File: src/rtl/vc_dest_demux.sv
// Purpose: picks the VC0/VC1 FIFO read word one cycle after the arbiter's pop strobe and routes it to D0 or D1 by a destination bit.
// Latency: strobe at edge N, data/full sampled at edge N+1, registered push visible from N+1 to N+2; one word per cycle.
// Backpressure: none toward the arbiter; a word aimed at a full destination is dropped and flagged sticky overflow_err.
module vc_dest_demux #(
    parameter int DATA_WIDTH  = 6,
    parameter int DEST_BIT    = 4,
    parameter int COUNT_WIDTH = 5
) (
    input  logic                   clk,
    input  logic                   reset,
    input  logic                   VC0_rd,
    input  logic                   VC1_rd,
    input  logic [DATA_WIDTH-1:0]  VC0_data,
    input  logic [DATA_WIDTH-1:0]  VC1_data,
    input  logic                   D0_full,
    input  logic                   D1_full,
    output logic                   D0_push,
    output logic [DATA_WIDTH-1:0]  D0_data,
    output logic                   D1_push,
    output logic [DATA_WIDTH-1:0]  D1_data,
    output logic [COUNT_WIDTH-1:0] count_D0,
    output logic [COUNT_WIDTH-1:0] count_D1,
    output logic                   overflow_err,
    output logic                   protocol_err
);

    // Stage 1 state: a read is in flight and which VC it came from (0 = VC0, 1 = VC1)
    logic rd_valid_q, rd_valid_d;
    logic sel_q, sel_d;

    // Stage 2 state: registered destination strobes/data, counters and sticky flags
    logic                   d0_push_q, d0_push_d;
    logic                   d1_push_q, d1_push_d;
    logic [DATA_WIDTH-1:0]  d0_data_q, d0_data_d;
    logic [DATA_WIDTH-1:0]  d1_data_q, d1_data_d;
    logic [COUNT_WIDTH-1:0] count_d0_q, count_d0_d;
    logic [COUNT_WIDTH-1:0] count_d1_q, count_d1_d;
    logic                   overflow_err_q, overflow_err_d;
    logic                   protocol_err_q, protocol_err_d;

    // Combinational view of the word arriving this cycle
    logic [DATA_WIDTH-1:0] word;
    logic                  dest;
    logic                  tgt_full;

    // Capture which VC was popped; a double strobe is resolved to VC0 and flagged
    always_comb begin
        rd_valid_d     = VC0_rd | VC1_rd;
        sel_d          = VC1_rd & ~VC0_rd;
        protocol_err_d = protocol_err_q | (VC0_rd & VC1_rd);
    end

    // Pick the FIFO data for the read captured last cycle and look up its target's full flag
    always_comb begin
        word     = sel_q ? VC1_data : VC0_data;
        dest     = word[DEST_BIT];
        tgt_full = dest ? D1_full : D0_full;
    end

    // Route the word: push and count on a free destination, drop and flag on a full one
    always_comb begin
        d0_push_d      = 1'b0;
        d1_push_d      = 1'b0;
        d0_data_d      = d0_data_q;
        d1_data_d      = d1_data_q;
        count_d0_d     = count_d0_q;
        count_d1_d     = count_d1_q;
        overflow_err_d = overflow_err_q;
        if (rd_valid_q) begin
            if (tgt_full) begin
                // Dropped words are not held; the flag is the only trace left
                overflow_err_d = 1'b1;
            end else if (dest == 1'b0) begin
                d0_push_d  = 1'b1;
                d0_data_d  = word;
                count_d0_d = count_d0_q + COUNT_WIDTH'(1);
            end else begin
                d1_push_d  = 1'b1;
                d1_data_d  = word;
                count_d1_d = count_d1_q + COUNT_WIDTH'(1);
            end
        end
    end

    // State registers with synchronous reset; in-flight reads are discarded on reset
    always_ff @(posedge clk) begin
        if (reset) begin
            rd_valid_q     <= 1'b0;
            sel_q          <= 1'b0;
            d0_push_q      <= 1'b0;
            d1_push_q      <= 1'b0;
            d0_data_q      <= '0;
            d1_data_q      <= '0;
            count_d0_q     <= '0;
            count_d1_q     <= '0;
            overflow_err_q <= 1'b0;
            protocol_err_q <= 1'b0;
        end else begin
            rd_valid_q     <= rd_valid_d;
            sel_q          <= sel_d;
            d0_push_q      <= d0_push_d;
            d1_push_q      <= d1_push_d;
            d0_data_q      <= d0_data_d;
            d1_data_q      <= d1_data_d;
            count_d0_q     <= count_d0_d;
            count_d1_q     <= count_d1_d;
            overflow_err_q <= overflow_err_d;
            protocol_err_q <= protocol_err_d;
        end
    end

    assign D0_push      = d0_push_q;
    assign D1_push      = d1_push_q;
    assign D0_data      = d0_data_q;
    assign D1_data      = d1_data_q;
    assign count_D0     = count_d0_q;
    assign count_D1     = count_d1_q;
    assign overflow_err = overflow_err_q;
    assign protocol_err = protocol_err_q;

endmodule

File: config.mk
export PLATFORM = sky130hd
export DESIGN_NAME = vc_dest_demux
export DESIGN_NICKNAME = d
export VERILOG_FILES = /design/src/rtl/vc_dest_demux.sv
export SDC_FILE = /design/constraint.sdc
export NUM_CORES = 1
export LEC_CHECK = 0
export ABC_AREA = 1
export CAP_MARGIN = 0
export CORE_ASPECT_RATIO = 1.1
export CORE_MARGIN = 5
export CORE_UTILIZATION = 40
export DETAILED_ROUTE_END_ITERATION = 8
export DONT_BUFFER_PORTS = 1
export RECOVER_POWER = 25
export SETUP_SLACK_MARGIN = 0.15
export SLEW_MARGIN = 0
export SYNTH_ARGS = -nofsm -noshare
export SYNTH_HDL_FRONTEND = slang
export SYNTH_SLANG_ARGS = --single-unit
export TNS_END_PERCENT = 10
File: constraint.sdc
create_clock -name clk -period 1.3 [get_ports clk]
set_clock_uncertainty 0.05 [all_clocks]
set_input_delay 0.26 -clock clk [delete_from_list [all_inputs] [get_ports clk]]
set_output_delay 0.26 -clock clk [all_outputs]
set_load 0.02 [all_outputs]
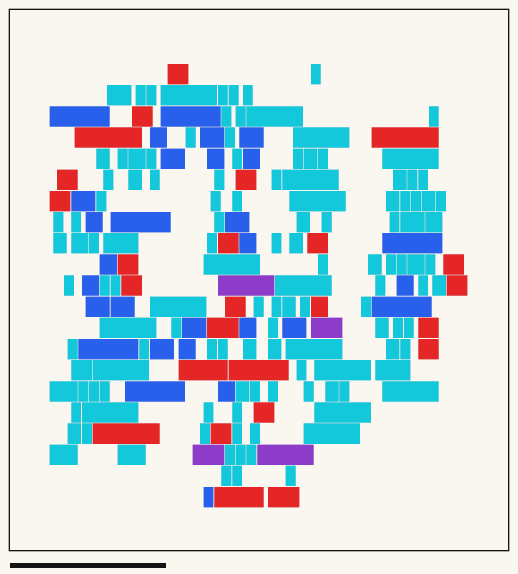
**Above:** sizing map.
The bar under the picture is 20 um long.
[x1 and smaller] cyan | cells: 127 | share: 69%
[x6 and larger] purple | cells: 4 | share: 2.2%
[x2] blue | cells: 29 | share: 16%
[x3 and x4] red | cells: 25 | share: 14%

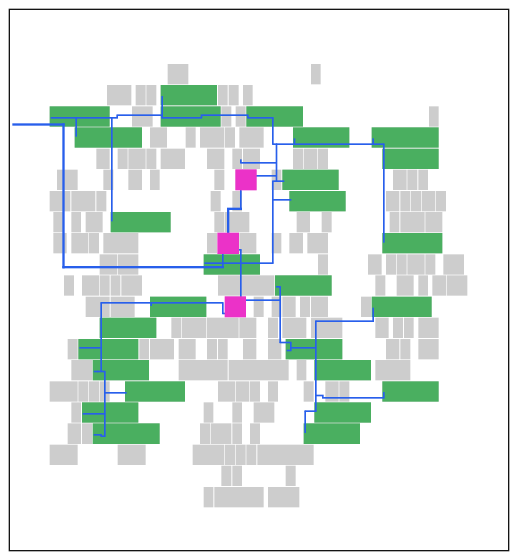
**Above:** clock wires, drivers and flops.
[clock-net drivers] magenta | count: 3
[clock wires] blue | length: 284 um
[flip-flops] green | count: 27
routed clock nets: 4

==> impl_metrics.tcl <==
# yosys + openroad results
set metrics [dict create \
    most_common_cell "nand2_1" \
    drt_pre_antenna_iters 4 \
    start_kind "register" \
    sequentialPower_uw 893 \
    cts_made_buffers 3 \
    power.group.top "sequential cells" \
    synth_async_sr_flop_share_pct 0 \
    final_layout_top_logic_cell "nand2_1" \
    synth.distinct_cells 24 \
    seq-cell-share_pct 36.7 \
    power.combinational.total_uw 160 \
    synthXorXnorAreaFrac_pct 1.36 \
    tritoncts "yes" \
    vias_in_the_first_global_route 1075 \
    groute.layer.met3.usage_pct 5.02 \
    yosys_register_bits 27 \
    status "complete, but fails checks" \
    first_iter_violations 41 \
    place.gp.congestion 0.917 \
    clock_tree.buffer_depth 2 \
    power.share.sequential_pct 63.8 \
    top_cells_by_count "60 x nand2_1, 27 x dfxtp_1, 13 x a21oi_1, 13 x inv_1, 10 x nand2_2" \
    total_inserted_antenna_cells 0 \
    crit_path_cell_trace "buf_4" \
    synth.avg_cell_area_um2 7.56 \
    post_synth_ao_oa_area_fraction_pct 11.8 \
    setup-tns-final_ns 0 \
    worst_hold_path.num_cells 1 \
    signal_buffers 17 \
    root_buffer "clkbuf_4" \
    num-nets-final 206 \
    gr-total-overflow 0 \
    worst_r2r_setup_slack_ns 0.13 \
    tool_warnings 31 \
    worst_path_buf_inv 1 \
    wl_met2_um 1440 \
    holdCritStartpoint "reset" \
    nFillCells 304 \
    failed_checks "negative hold slack" \
    routedLengthMet1_um 1040 \
    area.sequential_um2 561 \
    largest_register_ff_count 6 \
    cp_slowest_cell "dfxtp_4" \
    worstReg2RegStart "sel_q$_SDFF_PP0_" \
    most-common-layout-cells "58 x nand2_1, 17 x dfxtp_1, 13 x inv_1, 12 x a21oi_1, 12 x buf_4" \
    detailedPlace.worstSlack_ns 0.0126 \
    synthDominantAreaCellType "dfxtp_1" \
    final.signal_inverter_count 17 \
    synth-warning-count 0 \
    lkg_pwr_uw 0.000618 \
    post_synthesis_cell_area_um2 1280 \
    fin_crit_ns 1.17 \
    final_layout_size_suffix_gt1_share_pct 31.4 \
    vias_per_cell 4.96 \
    report.final.setup_viol 0 \
    post_synth_mux_area_share_pct 0 \
    post_synth_and_or_nand_nor_area_fraction_pct 33.7 \
    worst-r2r-cell-count 5 \
    die_width_um 64.0 \
    ios 44 \
    critPathLaunch "count_D0[2]$_SDFFE_PP0P_" \
    power_density_nw_per_um2 916 \
    critical-path-max-stage-delay_ns 0.41 \
    regToRegEndpoint "D0_data[1]$_SDFFE_PP0P_" \
    worstSetupPathDepth 1 \
    wire_per_inst_um 12.9 \
    gr-usage-met2_pct 22.0 \
    critical-path-top-delay-family "flip-flops" \
    nClkBuffers 4 \
    highest_layer "met4" \
    hold_class "in2reg" \
    cap_violations 0 \
    data_required_time_of_the_worst_path_ns 0.99 \
    clk-power_uw 347 \
    area_dominant_cell_class_after_layout "logic gates" \
    intPower_uw 1030 \
    final_core_util_pct 49.7 \
    worstSetupEndpointType "primary output" \
    cts.repair.resized 13 \
    numClockSinks 27 \
    ant_nets 0 \
    clockNetworkAreaShare_pct 1.72 \
    whs_endpoint "count_D1[3]$_SDFFE_PP0P_" \
    seq_area_frac_synth_pct 42.1 \
    global_route.usage.total_pct 12.7 \
    initCoreUtil_pct 41.8 \
    clock_tree.htree_level_count 1 \
    holdWs_ns -0.0686 \
    power.switching_fraction_pct 26.2 \
    maxClockFrequency_mhz 853 \
    dpl-instance-area_um2 1380 \
    timing.final.hold_violations 22 \
    dr_total_vias 1087 \
    cp_max_fanout 7 \
    synth_adder_area_share_pct 1.95 \
    netlist_logic_family_top "simple AND/OR/NAND/NOR gates" \
    die_h_um 69.4 \
    grt_most_used_layer "met2" \
    yosys-stat-area_um2 1280 \
    met1_usage_pct 13.4 \
    clk_latency_ns 0.31 \
    sh_comb_area_pct 43.8 \
    power.share.combinational_pct 11.5 \
    hold_buf_count_cts 3 \
    finalWorstSetupSlack_ns 0.128 \
    yosys-stat-cells 170 \
]
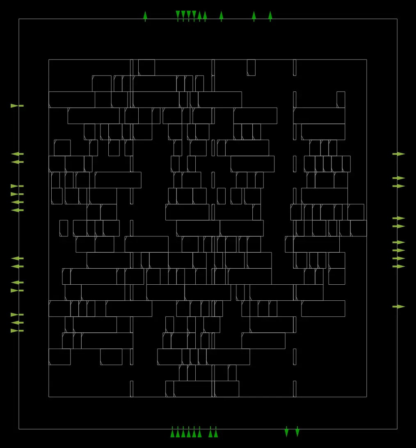
**Above:** placement view.
Well-Tap Cells: 34
cell row count: 21
Seq Cell Count: 27
final non-filler cell total: 219
Core Region: 3070 um^2

